Routed clock nets over the placement:
Drawn at 4 px/µm.
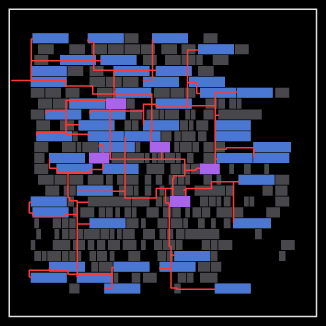
Met4 routing:
Drawn at 4 px/µm. Supply wires on this layer in gray.
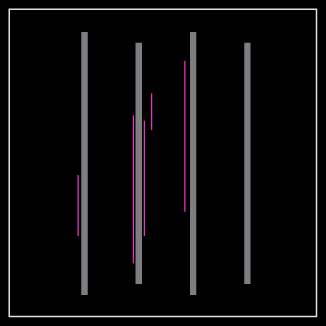
Placement density heat map:
Drawn at 4 px/µm. The die is cut into 8 by 8 equal tiles; dark blue is low, red is high, 0 to 100% covered.
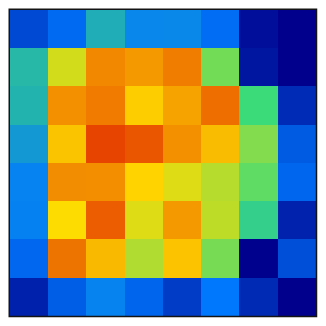
Track usage over the die:
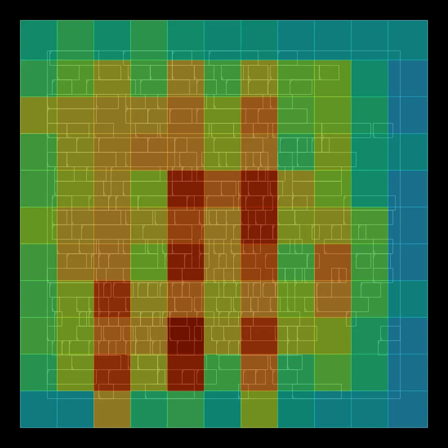
Port wiring:
Drawn at 4 px/µm.
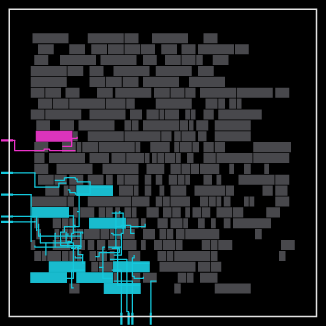
### src/rtl/prog_loader_pkg.sv
// Shared types and constants for the program loader.
// Optional checksum stage is built when PROG_LOADER_CSUM_EN is defined.
package prog_loader_pkg;

  typedef enum logic [3:0] {
    IDLE,
    ADDR,
    COUNT,
    HI,
    LO,
    WR,
    CSUM,
    DONE,
    ERR
  } state_t;

  localparam logic [7:0] HDR_BYTE = 8'hA5;
  localparam int ROM_AW = 8;
  localparam int INST_W = 15;

endpackage

### src/rtl/prog_loader_if.sv
// Host byte link: valid/ready handshake into the loader.
// master = host side, slave = loader side.
interface prog_loader_if;

  logic [7:0] in_data;
  logic       in_valid;
  logic       in_ready;

  modport master (
    output in_data,
    output in_valid,
    input  in_ready
  );

  modport slave (
    input  in_data,
    input  in_valid,
    output in_ready
  );

endinterface

### src/rtl/loader_csum.sv
// 8-bit modulo-256 byte accumulator with clear/add.
// zero reports whether acc + din would be 0x00.
module loader_csum (
  input  logic       clk,
  input  logic       reset,
  input  logic       clr,
  input  logic       add,
  input  logic [7:0] din,
  output logic       zero
);

  logic [7:0] acc;

  always_ff @(posedge clk or negedge reset) begin
    if (!reset) begin
      acc <= '0;
    end else if (clr) begin
      acc <= '0;
    end else if (add) begin
      acc <= acc + din;
    end
  end

  // Look-ahead so the final checksum byte can be judged as it transfers.
  assign zero = (8'(acc + din) == 8'h00);

endmodule

### src/rtl/prog_loader.sv
// Host-link instruction-ROM loader: header/addr/count/words(/checksum).
// Checksum byte and check are present when PROG_LOADER_CSUM_EN is defined.
module prog_loader
  import prog_loader_pkg::*;
(
  input  logic              clk,
  input  logic              reset,
  prog_loader_if.slave      link,
  output logic              rom_we,
  output logic [ROM_AW-1:0] rom_addr,
  output logic [INST_W-1:0] rom_data,
  output logic              cpu_hold,
  output logic              done,
  output logic              err
);

  state_t     state;
  logic [8:0] cnt;
  logic [6:0] hi_q;
  logic [7:0] b;
  logic       xfer;

  assign b = link.in_data;
  assign link.in_ready = (state != WR);
  assign xfer = link.in_valid && link.in_ready;

`ifdef PROG_LOADER_CSUM_EN
  logic csum_clr;
  logic csum_add;
  logic csum_ok;

  assign csum_clr = xfer && (b == HDR_BYTE) &&
                    (state inside {IDLE, DONE, ERR});
  assign csum_add = xfer &&
                    (state inside {ADDR, COUNT, HI, LO, CSUM});

  loader_csum u_csum (
    .clk  (clk),
    .reset(reset),
    .clr  (csum_clr),
    .add  (csum_add),
    .din  (b),
    .zero (csum_ok)
  );
`endif

  always_ff @(posedge clk or negedge reset) begin
    if (!reset) begin
      state    <= IDLE;
      cnt      <= '0;
      hi_q     <= '0;
      rom_we   <= 1'b0;
      rom_addr <= '0;
      rom_data <= '0;
      cpu_hold <= 1'b1;
      done     <= 1'b0;
      err      <= 1'b0;
    end else if (state == WR) begin
      rom_we   <= 1'b0;
      rom_addr <= rom_addr + 1'b1;
      cnt      <= cnt - 9'd1;
      if (cnt == 9'd1) begin
`ifdef PROG_LOADER_CSUM_EN
        state    <= CSUM;
`else
        state    <= DONE;
        done     <= 1'b1;
        cpu_hold <= 1'b0;
`endif
      end else begin
        state <= HI;
      end
    end else if (xfer) begin
      unique case (state)
        IDLE, DONE, ERR: begin
          if (b == HDR_BYTE) begin
            state    <= ADDR;
            cpu_hold <= 1'b1;
            done     <= 1'b0;
            err      <= 1'b0;
          end
        end
        ADDR: begin
          rom_addr <= b;
          state    <= COUNT;
        end
        COUNT: begin
          cnt   <= (b == 8'h00) ? 9'd256 : {1'b0, b};
          state <= HI;
        end
        HI: begin
          if (b[7]) begin
            state <= ERR;
            err   <= 1'b1;
          end else begin
            hi_q  <= b[6:0];
            state <= LO;
          end
        end
        LO: begin
          rom_data <= {hi_q, b};
          rom_we   <= 1'b1;
          state    <= WR;
        end
`ifdef PROG_LOADER_CSUM_EN
        CSUM: begin
          if (csum_ok) begin
            state    <= DONE;
            done     <= 1'b1;
            cpu_hold <= 1'b0;
          end else begin
            state <= ERR;
            err   <= 1'b1;
          end
        end
`endif
        default: state <= IDLE;
      endcase
    end
  end

endmodule
### src/flat_wrapper.sv
// flat-port wrapper written by rule: the top's interface ports become plain ports
module prog_loader_flat import prog_loader_pkg::*;
  (clk, reset, rom_we, rom_addr, rom_data, cpu_hold, done, err, link_in_data, link_in_valid, link_in_ready);
  prog_loader_if link_i ();
  input  logic clk;
  input  logic reset;
  output logic rom_we;
  output logic [ROM_AW-1:0] rom_addr;
  output logic [INST_W-1:0] rom_data;
  output logic cpu_hold;
  output logic done;
  output logic err;
  input wire logic [$bits(link_i.in_data)-1:0] link_in_data;
  input wire logic [$bits(link_i.in_valid)-1:0] link_in_valid;
  output wire logic [$bits(link_i.in_ready)-1:0] link_in_ready;
  assign link_i.in_data = link_in_data;
  assign link_i.in_valid = link_in_valid;
  assign link_in_ready = link_i.in_ready;
  prog_loader u_core (.clk(clk), .reset(reset), .link(link_i), .rom_we(rom_we), .rom_addr(rom_addr), .rom_data(rom_data), .cpu_hold(cpu_hold), .done(done), .err(err));
endmodule
### config.mk
export PLATFORM = sky130hd
export DESIGN_NAME = prog_loader_flat
export DESIGN_NICKNAME = d
export VERILOG_FILES = /design/src/rtl/prog_loader_pkg.sv /design/src/rtl/prog_loader_if.sv /design/src/rtl/loader_csum.sv /design/src/rtl/prog_loader.sv /design/src/flat_wrapper.sv
export SDC_FILE = /design/constraint.sdc
export NUM_CORES = 1
export LEC_CHECK = 0
export CORE_MARGIN = 5
export CORE_UTILIZATION = 53
export DETAILED_ROUTE_END_ITERATION = 10
export GPL_TIMING_DRIVEN = 0
export HOLD_SLACK_MARGIN = 0.15
export PLACE_DENSITY = 0.86
export RECOVER_POWER = 50
export SLEW_MARGIN = 40
export SYNTH_ARGS = -nofsm -noshare
export SYNTH_HDL_FRONTEND = slang
export SYNTH_SLANG_ARGS = --single-unit
### constraint.sdc
create_clock -name clk -period 2 [get_ports clk]
set_input_delay 0.4 -clock clk [delete_from_list [all_inputs] [get_ports clk]]
set_output_delay 0.4 -clock clk [all_outputs]
set_load 0.05 [all_outputs]
==> flow_metrics.env <==
# source this file to load flow results
export IMPL_arrival_ns=1.54
export IMPL_yosysChipArea_um2=2340
export IMPL_start_kind="flop"
export IMPL_skew_ns=0.00548
export IMPL_synth_seq_share=0.503
export IMPL_status="completed"
export IMPL_cp_common_cell="buf_4"
export IMPL_worstHoldPathType="input pin to flop"
export IMPL_gp_congestion=0.886
export IMPL_pwr_density_cell_nw_per_um2=1040
export IMPL_cap_violations=0
export IMPL_syn_nets=231
export IMPL_ys_cells=217
export IMPL_numCtsBuffers=5
export IMPL_drtIter0Drc=213
export IMPL_grt_setup_unrepaired="false"
export IMPL_pre_cts_ws_ns=-0.532
export IMPL_drive_gt1_frac=0.183
export IMPL_rows=24
export IMPL_avgSynthCellArea_um2=10.8
export IMPL_clkTransAtPathRegs_ns=0.10
export IMPL_hold_viol=0
export IMPL_clockBufferDepth=2
export IMPL_setup_worst_path_class="flop to primary output"
export IMPL_async_flop_share=1.00
export IMPL_setup_violations=0
export IMPL_period_needed_ns=1.94
export IMPL_numSynthFlops=47
export IMPL_slew_headroom=0.572
export IMPL_cp_num_cells=4
export IMPL_yosys_most_used_dff="dfrtp_1"
export IMPL_yosysTopAreaCell="dfrtp_1"
export IMPL_antenna_found_initial=0
export IMPL_ys_warn_count=0
export IMPL_edf_count=0
export IMPL_grt_pass1_wl_mm=9.63
export IMPL_syn_inst=217
export IMPL_die_y_um=76.4
export IMPL_first_pass_iters=4
export IMPL_clockRootBuffer="clkbuf_8"
export IMPL_grt_usage=0.200
export IMPL_timing_hold_ws_ns=0.486
export IMPL_post_cts_buffers=0
export IMPL_critical_path_required_ns=1.60
export IMPL_grt_pass1_vias=1902
export IMPL_insertion_delay_ns=0.30
export IMPL_critPathBufInv=3
export IMPL_drc=0
export IMPL_dpl_hpwl_mm=3.90
export IMPL_path_max_fanout=19
export IMPL_timing_final_ws_setup_ns=0.0557
export IMPL_worst_pin_slew_ns=0.637
export IMPL_area_leaders="dfrtp_1, mux2_2, a21oi_1"
export IMPL_fmax_mhz=514
export IMPL_cpPeakStageDelay_ns=0.48
export IMPL_grt_max_degree=26
export IMPL_whs_path_depth=3
export IMPL_crit_slowest_cell="dfrtp_2"
export IMPL_synth_distinct_cells=49
export IMPL_top_area_frac=0.492
export IMPL_die_area_um2=5840
export IMPL_warning_count=27
export IMPL_fp_util=0.541
export IMPL_worstSetupEndpointType="primary output"
export IMPL_p_leak_nw=1.27
export IMPL_cts_sinks=47
export IMPL_antenna_left=0
export IMPL_fin_crit_sh=0.972
export IMPL_reg2regPathDepth=5
export IMPL_dieWidth_um=76.4
export IMPL_drv_slew=0
-- 'routed clock nets over the placement' (at the start) --
[blue] flip-flops | count: 47
[red] clock wires | length: 554 µm
[purple] cells driving clock nets | count: 5
routed clock nets	6
flops lie	all over the die

-- 'met4 routing' (at the start) --
nets with wire on the layer	5
share of all routed wire	2.3%
via count: 1901
final WL: 5.57 mm

-- 'placement density heat map' (at the start) --
nearly empty tiles	6.2%
tiles over 75% full	33%
densest ninth of the die	center

-- 'track usage over the die' (at the start) --
Routed WL per cell: 17.7 µm
most used routing layer: met2
Final Util: 0.671

-- 'port wiring' (at the start) --
color	port	direction	end cells	buffers	wire
magenta	rom_we	output	1	1	25.2 µm
cyan	rom_addr	output	8	8	340 µm
I/O Buffers: 37
IO Pins: 39

Yosys cell counts, types with 5 or more instances:
| library cell | count |
|---|---|
| dfrtp_1 | 46 |
| nor2_1 | 12 |
| nand3_1 | 7 |
| nand2_1 | 13 |
| o21ai_0 | 12 |
| nor4_1 | 5 |
| nor3_1 | 6 |
| a21oi_1 | 12 |
| buf_2 | 8 |
| nor2b_1 | 5 |
| inv_1 | 8 |
| mux2_2 | 22 |
flip-flops by register name, summed over array words and instances, names as in the netlist:
signal           flops
u_core.rom_data     15
u_core.cnt           9
u_core.rom_we        1
u_core.hi_q          7
u_core.err           1
u_core.rom_addr      8
u_core.cpu_hold      1
u_core.state         4
u_core.done          1
metrics by stage:
step	cell area, µm²	util	power [mW]	instances
after detailed placement	2800	0.648	2.20	307
after CTS	2950	0.681	3.05	315
final	2900	0.671	3.00	315
after floorplan	2340	-	1.89	217
after global placement	2780	0.642	2.16	306
after global routing	2900	0.671	3.17	315
cells in the final DEF, fill, tap and decap left out, types with 4 or more instances in the layout:
master	n
dfrtp_1	45
clkdlybuf4s50_1	28
mux2_2	22
nand2_1	13
a21oi_1	12
nor2_1	12
o21ai_0	12
inv_1	8
clkbuf_1	7
nand3_1	7
buf_2	6
nor3_1	6
nor2b_1	5
clkbuf_8	5
o22ai_1	4
mux2i_1	4
nor4_1	4
worst register-to-register path, delay by kind of cell (launching register included):
kind	cells	cell delay [ns]
simple gates	2	0.57
buf+inv	2	0.54
flops	1	0.39
mux	1	0.30
worst paths after layout:
| kind | from | endpoint | slack (ns) |
|---|---|---|---|
| hold reg to reg | u_core.rom_data[7] | u_core.rom_data[7] | 0.49 |
| setup reg to reg | u_core.state[0] | u_core.rom_data[8] | 0.09 |
| min in group asynchronous | reset | u_core.state[3] | 0.63 |
| max in group asynchronous | reset | u_core.cnt[1] | 0.41 |
| hold / removal | link_in_valid | u_core.state[0] | 0.49 |
| setup / recovery | u_core.state[3] | link_in_ready | 0.06 |
power breakdown:
part	switching, mW	internal [mW]	total (mW)
Sequential	0.183	1.12	1.30
Combinational	0.547	0.299	0.846
Clock	0.349	0.508	0.857
cell type report:
class                      count  area, µm²
timing repair buffer          39        344
fill                         356       1420
sequential                    47       1180
inverter                       9       38.8
clock inverter                 3       71.3
multi-input combinational    151       1090
buffer                         9       45.0
tap                           52       65.1
clock buffer                   5       68.8
timing repair:
item,CTS,global route
resized,11,8
hold buffers,1,0
endpoints found under the setup margin,3,10
endpoints found under the hold margin,23,0
cell families (layout without fill, tap and decap cells):
kind of cell    after synthesis  in the layout  share of synthesized area
compound gates               54             54                      0.150
simple gates                 68             68                      0.170
mux                          26             26                      0.123
flops                        47             47                      0.503
fa+ha+maj                     3              3                     0.0160
buf+inv                      19             65                     0.0380
per-layer routing:
layer,track usage,part of all wire,up-vias
li1,-,-,896
met1,0.278,0.43,915
met2,0.305,0.48,77
met3,0.0544,0.076,13
met4,0.0594,0.023,0
met5,0,0,-
Power is estimated from default activity; no workload was simulated.
